**config.mk**
```make
export PLATFORM = sky130hd
export DESIGN_NAME = piso_serializer
export DESIGN_NICKNAME = d
export VERILOG_FILES = /design/src/rtl/piso_pkg.sv /design/src/rtl/piso_serializer.sv
export SDC_FILE = /design/constraint.sdc
export NUM_CORES = 1
export LEC_CHECK = 0
export ABC_AREA = 1
export CAP_MARGIN = 10
export CORE_AREA = 3 3 40 42
export CTS_CLUSTER_DIAMETER = 30
export DETAILED_ROUTE_END_ITERATION = 12
export DIE_AREA = 0 0 43 45
export MAX_ROUTING_LAYER = met4
export PLACE_DENSITY = 0.65
export REMOVE_ABC_BUFFERS = 1
export SLEW_MARGIN = 0
export SYNTH_ARGS = -nofsm -noshare
export SYNTH_HDL_FRONTEND = slang
export SYNTH_SLANG_ARGS = --single-unit
```
**constraint.sdc**
```tcl
create_clock -name clk -period 2 [get_ports clk]
set_clock_uncertainty 0.15 [all_clocks]
set_input_delay 0.4 -clock clk [delete_from_list [all_inputs] [get_ports clk]]
set_output_delay 0.4 -clock clk [all_outputs]
set_load 0.005 [all_outputs]
```
**src/rtl/piso_pkg.sv**
```systemverilog
// piso_serializer shared types and helpers.
// State encoding, width limits and counter sizing.
package piso_pkg;

  typedef enum logic {
    IDLE  = 1'b0,
    SHIFT = 1'b1
  } state_e;

  localparam int MAX_WIDTH = 32;

  // Counter must hold 0..WIDTH so the parity cycle fits.
  function automatic int cnt_width(input int w);
    return $clog2(w + 1);
  endfunction

endpackage

```
**src/rtl/piso_serializer.sv**
```systemverilog
// Parallel-in/serial-out stage feeding a serial shift register.
// Optional parity cycle after the data bits: PIPO_PARITY_SER_EN.
module piso_serializer
  import piso_pkg::*;
#(
  parameter int WIDTH     = 4,
  parameter bit MSB_FIRST = 1'b1
) (
  input  logic             clk,
  input  logic             reset_n,
  input  logic             in_valid,
  input  logic [WIDTH-1:0] in_data,
  output logic             in_ready,
  output logic             serial_out,
  output logic             shift_enable,
  output logic             busy,
  output logic             done
);

  localparam int CW = cnt_width(WIDTH);
`ifdef PIPO_PARITY_SER_EN
  localparam int LAST = WIDTH;
`else
  localparam int LAST = WIDTH - 1;
`endif
  localparam logic [CW-1:0] LAST_CNT = CW'(LAST);

  state_e           state_q, state_d;
  logic [WIDTH-1:0] data_q, data_d;
  logic [CW-1:0]    cnt_q, cnt_d;
  logic             armed_q;
  logic [WIDTH-1:0] shifted;
  logic             head;
  logic             last;
  logic             hs;
`ifdef PIPO_PARITY_SER_EN
  logic             par_q, par_d;
`endif

  assign head    = MSB_FIRST ? data_q[WIDTH-1] : data_q[0];
  assign shifted = MSB_FIRST ? (data_q << 1) : (data_q >> 1);

  assign last = (state_q == SHIFT) && (cnt_q == LAST_CNT);

  // armed_q keeps in_ready low until the first edge after reset.
  assign in_ready = armed_q && ((state_q == IDLE) || last);
  assign hs       = in_valid && in_ready;

  assign shift_enable = (state_q == SHIFT);
  assign busy         = (state_q == SHIFT);
  assign done         = last;

`ifdef PIPO_PARITY_SER_EN
  assign serial_out = (state_q == SHIFT) &&
                      ((cnt_q == LAST_CNT) ? par_q : head);
`else
  assign serial_out = (state_q == SHIFT) && head;
`endif

  // Next state: load on handshake, else finish or shift one bit.
  always_comb begin
    state_d = state_q;
    data_d  = data_q;
    cnt_d   = cnt_q;
`ifdef PIPO_PARITY_SER_EN
    par_d   = par_q;
`endif
    if (hs) begin
      state_d = SHIFT;
      data_d  = in_data;
      cnt_d   = '0;
`ifdef PIPO_PARITY_SER_EN
      par_d   = ^in_data;
`endif
    end else if (last) begin
      state_d = IDLE;
      data_d  = '0;
      cnt_d   = '0;
    end else if (state_q == SHIFT) begin
      data_d = shifted;
      cnt_d  = cnt_q + CW'(1);
    end
  end

  // State registers; reset discards any frame in flight.
  always_ff @(posedge clk or negedge reset_n) begin
    if (!reset_n) begin
      state_q <= IDLE;
      data_q  <= '0;
      cnt_q   <= '0;
      armed_q <= 1'b0;
`ifdef PIPO_PARITY_SER_EN
      par_q   <= 1'b0;
`endif
    end else begin
      state_q <= state_d;
      data_q  <= data_d;
      cnt_q   <= cnt_d;
      armed_q <= 1'b1;
`ifdef PIPO_PARITY_SER_EN
      par_q   <= par_d;
`endif
    end
  end

endmodule

```
**Register map, names as in the netlist**

(8 px per um)
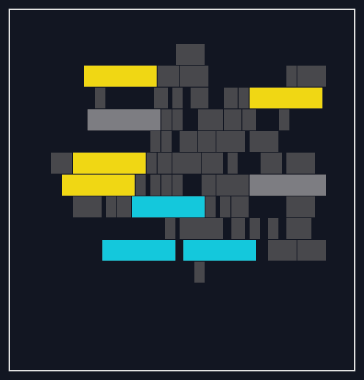
- yellow: data_q (sequential cells 4)
- cyan: cnt_q (sequential cells 3)
P_seq: 0.289 mW
flop share of the area: 39.18%
core utilization of the finished layout: 44.99%
Register Area: 226.5 um^2

**The metal 3 layer**

(12 px per um)
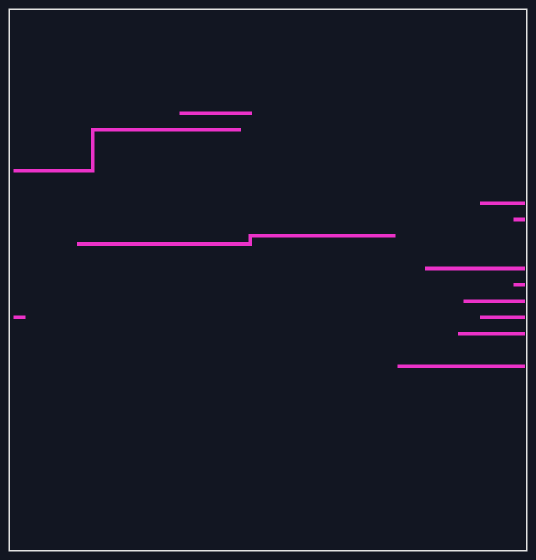
- main direction: horizontal
- nets with wire on the layer: 11
- wire length on this layer: 92.2 um
- share of all routed wire: 12%
grt met3 use: 7.570%
DR vias: 352
Detailed Route WL: 769 um

**Cells by drive strength**

(12 px per um)
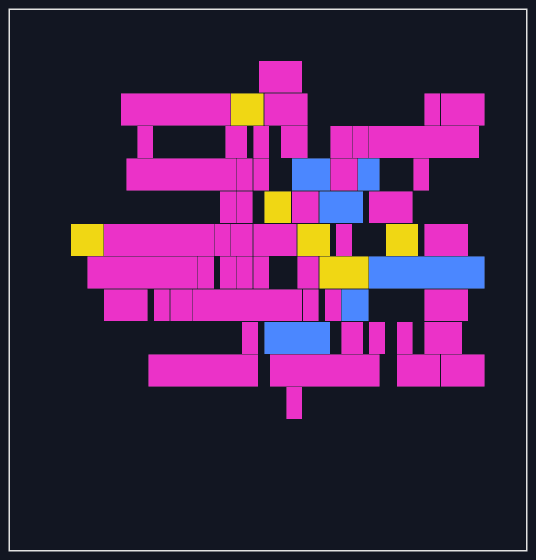
- magenta: x1 and smaller (cells 50; most used nand2_1)
- yellow: x3 and x4 (cells 6; most used clkbuf_4)
- blue: x2 (cells 6)

**Wire density map**

(8 px per um) The die is cut into 9 by 9 equal tiles; black is low, pale yellow is high, scaled to the fullest tile. Values are wire area over tile area, all layers added.
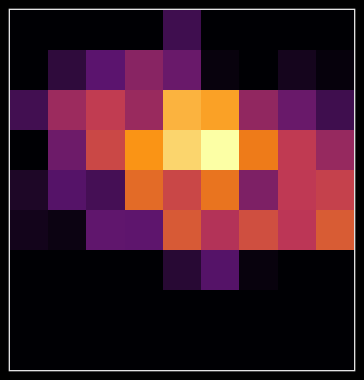
- nearly empty tiles: 44%
- fullest tile: 0.31
- densest ninth of the die: centre
- tiles over half the peak: 21%

==> Changelog: implementation <==
## Flow update

* Quantity of I/O buffers inserted on ports at 11
* Die X-Extent at 43 um
* Setup WS post-layout at 0.1375 ns
* Proportion of synthesized chip area in sequential cells at 54.05%
* Gate count of the mapped netlist at 47
* Top Ports at 12
* Status: complete, no violations
* Clock tree buffer depth at 2
* Placement Rows at 13
* Worst hold path class: in -> async
* Max-area cell share at 54.05%
* Post-synthesis instance area at 416.7 um^2
* Number of warnings the tools reported at 25
* Area growth from synthesis to layout at 38.74%
* Layout cells sized above 1 at 19.35%
* Largest net degree at the start of global routing at 10
* Critical path startpoint category: flip-flop
* Antenna violations before repair at 0
* Number of DRC violations after detailed-routing iteration 0 at 5
* Cell at the root of the clock tree: clkbuf_4
* # H-tree levels at 1
* HPWL after DPL at 592.8 um
* Reg-to-reg slack, setup at 0.83 ns
* Fin nets at 71
* Top delay family on crit path: flip-flops
* Type of element capturing the critical path: primary output
* Global-route wire length before repair at 1380 um
* Reg-to-reg critical path startpoint: cnt_q[0]
* Crit path DAT at 1.31 ns
* Die Outline Area at 0.001935 mm^2
* Logic depth of the worst setup path including buffers at 6
* Starting Density at 32.42%
* Worst endpoint required time at 1.45 ns
* Most frequent logic cell in the layout: nand2_1
* Total clock buffers created by CTS at 3
* Avg WL per Cell at 9.987 um
* Number of max-slew violations in the final report at 0
* Largest stage delay on the critical path at 0.35 ns
* Final hold violations at 0
* Highest net fanout along the worst path at 7
* Post-CTS clock slew at the launch and capture registers of the worst setup and hold paths at 0.06 ns
* Via count of the first global-routing pass at 329
* Critical path start-end classification: reg -> out
* Distinct cells, synth at 15
* Worst-path cell with the longest stage delay: dfrtp_1
* Highest layer used for signal routing: met4
* Routability congestion estimate at 0.7122
* Synth Warn # at 0
* Cell count of the worst reg-to-reg path at 6
* Cell accounting for the most synthesized area: dfrtp_1
* Antenna diode count at 0
* Register bit count reported by yosys at 9
* Final Setup Violations at 0
* Number of buffers and inverters on the critical path at 2
* Max_cap viols at 0
* Final total power at 0.7270 mW
* Ordered cell list for the critical path: ha_2 > nand2_2 > nand2_4 > inv_4 > nor2_1 > clkdlybuf4s15_1
* Clock tree from TritonCTS: yes
* Placed cells at 72
* Final critical path time including I/O delays and setup at 1.863 ns
* Chip Area, Yosys at 416.6 um^2
* Via-per-instance ratio at 4.571
* Wire length on met2 at 323 um
* Vertical extent of the die at 45 um
* Setup WS pre-CTS at 0.09104 ns
* Late-Pin Clk Latency at 0.27 ns
* Reg2reg end: cnt_q[2]
* Overall Global Routing Usage at 10.50%
* Detailed-routed wire length on met3 at 92 um
* Maximum VDD drop at 0.0007786 V
* Top cells by area: dfrtp_1, nand2_1, nand3_1, inv_1, nand4_1
* Synthesized area per cell at 8.865 um^2
* Leak at 0.2884 nW
* Commonest cells after routing, fill and taps aside: nand2_1, clkdlybuf4s50_1, dfrtp_1
* Count of unresolved DRC violations after routing at 0
* Core area at 0.001285 mm^2
* Final clock period utilization by the worst path at 93.13%
* Power per unit of standard cell area at 1258 mW/mm^2
* Count of instantiated cells in the yosys netlist at 47
* Fmax at 536.9 MHz
* Overflow left after global routing at 0
* Router iterations before antenna repair at 2
* Aggregate negative setup slack at 0 ns
* Unrepaired setup endpoints after global routing: false
* Final ANT Viol Nets at 0
* Total number of clock tree sinks at 9
* Met1 layer wirelength in the final routing at 342 um
* Fin cells at 77
==> per-layer routing <==
metal / vias up / global-route usage, %
li1: 176 / -
met1: 161 / 11.97
met2: 13 / 13.47
met3: 2 / 7.570
met4: 0 / 5.422
met5: - / -
==> cell usage after synthesis (all sizes together) <==
| master | n |
|---|---|
| inv | 6 |
| buf | 1 |
| nor2 | 2 |
| nand2 | 16 |
| a21oi | 1 |
| dfrtp | 9 |
| nand3 | 5 |
| ha | 1 |
| o21ai | 2 |
| conb | 1 |
| nand4 | 3 |
==> layout make-up <==
cell class / count / area (um^2)
fill: 126 / 706.9
sequential: 9 / 226.5
multi-input combinational: 31 / 163.9
timing repair buffer: 12 / 116.4
inverter: 6 / 25.02
clock buffer: 3 / 22.52
tap: 15 / 18.77
clock inverter: 1 / 5.005
==> stage by stage <==
stage          hold slack [ns]  instance area, um^2
2_1_floorplan         -0.04559                409.1
3_3_place_gp            0.3181                538.0
3_5_place_dp            0.3271                538.0
4_1_cts                 0.2796                574.3
5_1_grt                 0.2980                578.1
6_report                0.2706                578.1
==> logic make-up (layout without fill, tap and decap cells) <==
| logic type | count (synthesis) | after routing | synth area share [%] |
|---|---|---|---|
| AND-OR/OR-AND | 3 | 3 | 4.505 |
| adder cells (fa/ha/maj) | 1 | 1 | 3.003 |
| AND/OR/NAND/NOR | 26 | 26 | 30.33 |
| buffers and inverters | 7 | 22 | 7.207 |
| flip-flops | 9 | 9 | 54.06 |
| other | 1 | 1 | 0.9000 |
==> power breakdown <==
group          internal, mW  switching [mW]  total [mW]
Combinational         0.149           0.145       0.294
Sequential            0.241          0.0478       0.289
Clock                0.0740          0.0695       0.144
Total                 0.465           0.262       0.727
==> timing repair <==
| item | CTS | global route |
|---|---|---|
| resized | 4 | 2 |
| setup buffers | 1 | 0 |
| hold buffers | 0 | 0 |
| endpoints found under the setup margin | 2 | 1 |
==> registers in the layout, indices dropped and copies added (netlist names) <==
name     flops
armed_q      1
cnt_q        3
data_q       4
busy         1
==> worst max path at each step <==
stage	start	end	slack, ns
finish	cnt_q[0]	in_ready	0.14
global route	cnt_q[1]	in_ready	0.03
CTS	cnt_q[0]	in_ready	0.06
global placement	cnt_q[0]	in_ready	0.12
floorplan	cnt_q[0]	in_ready	0.59
detailed placement	cnt_q[0]	in_ready	0.09
Power and IR drop assume default switching activity.
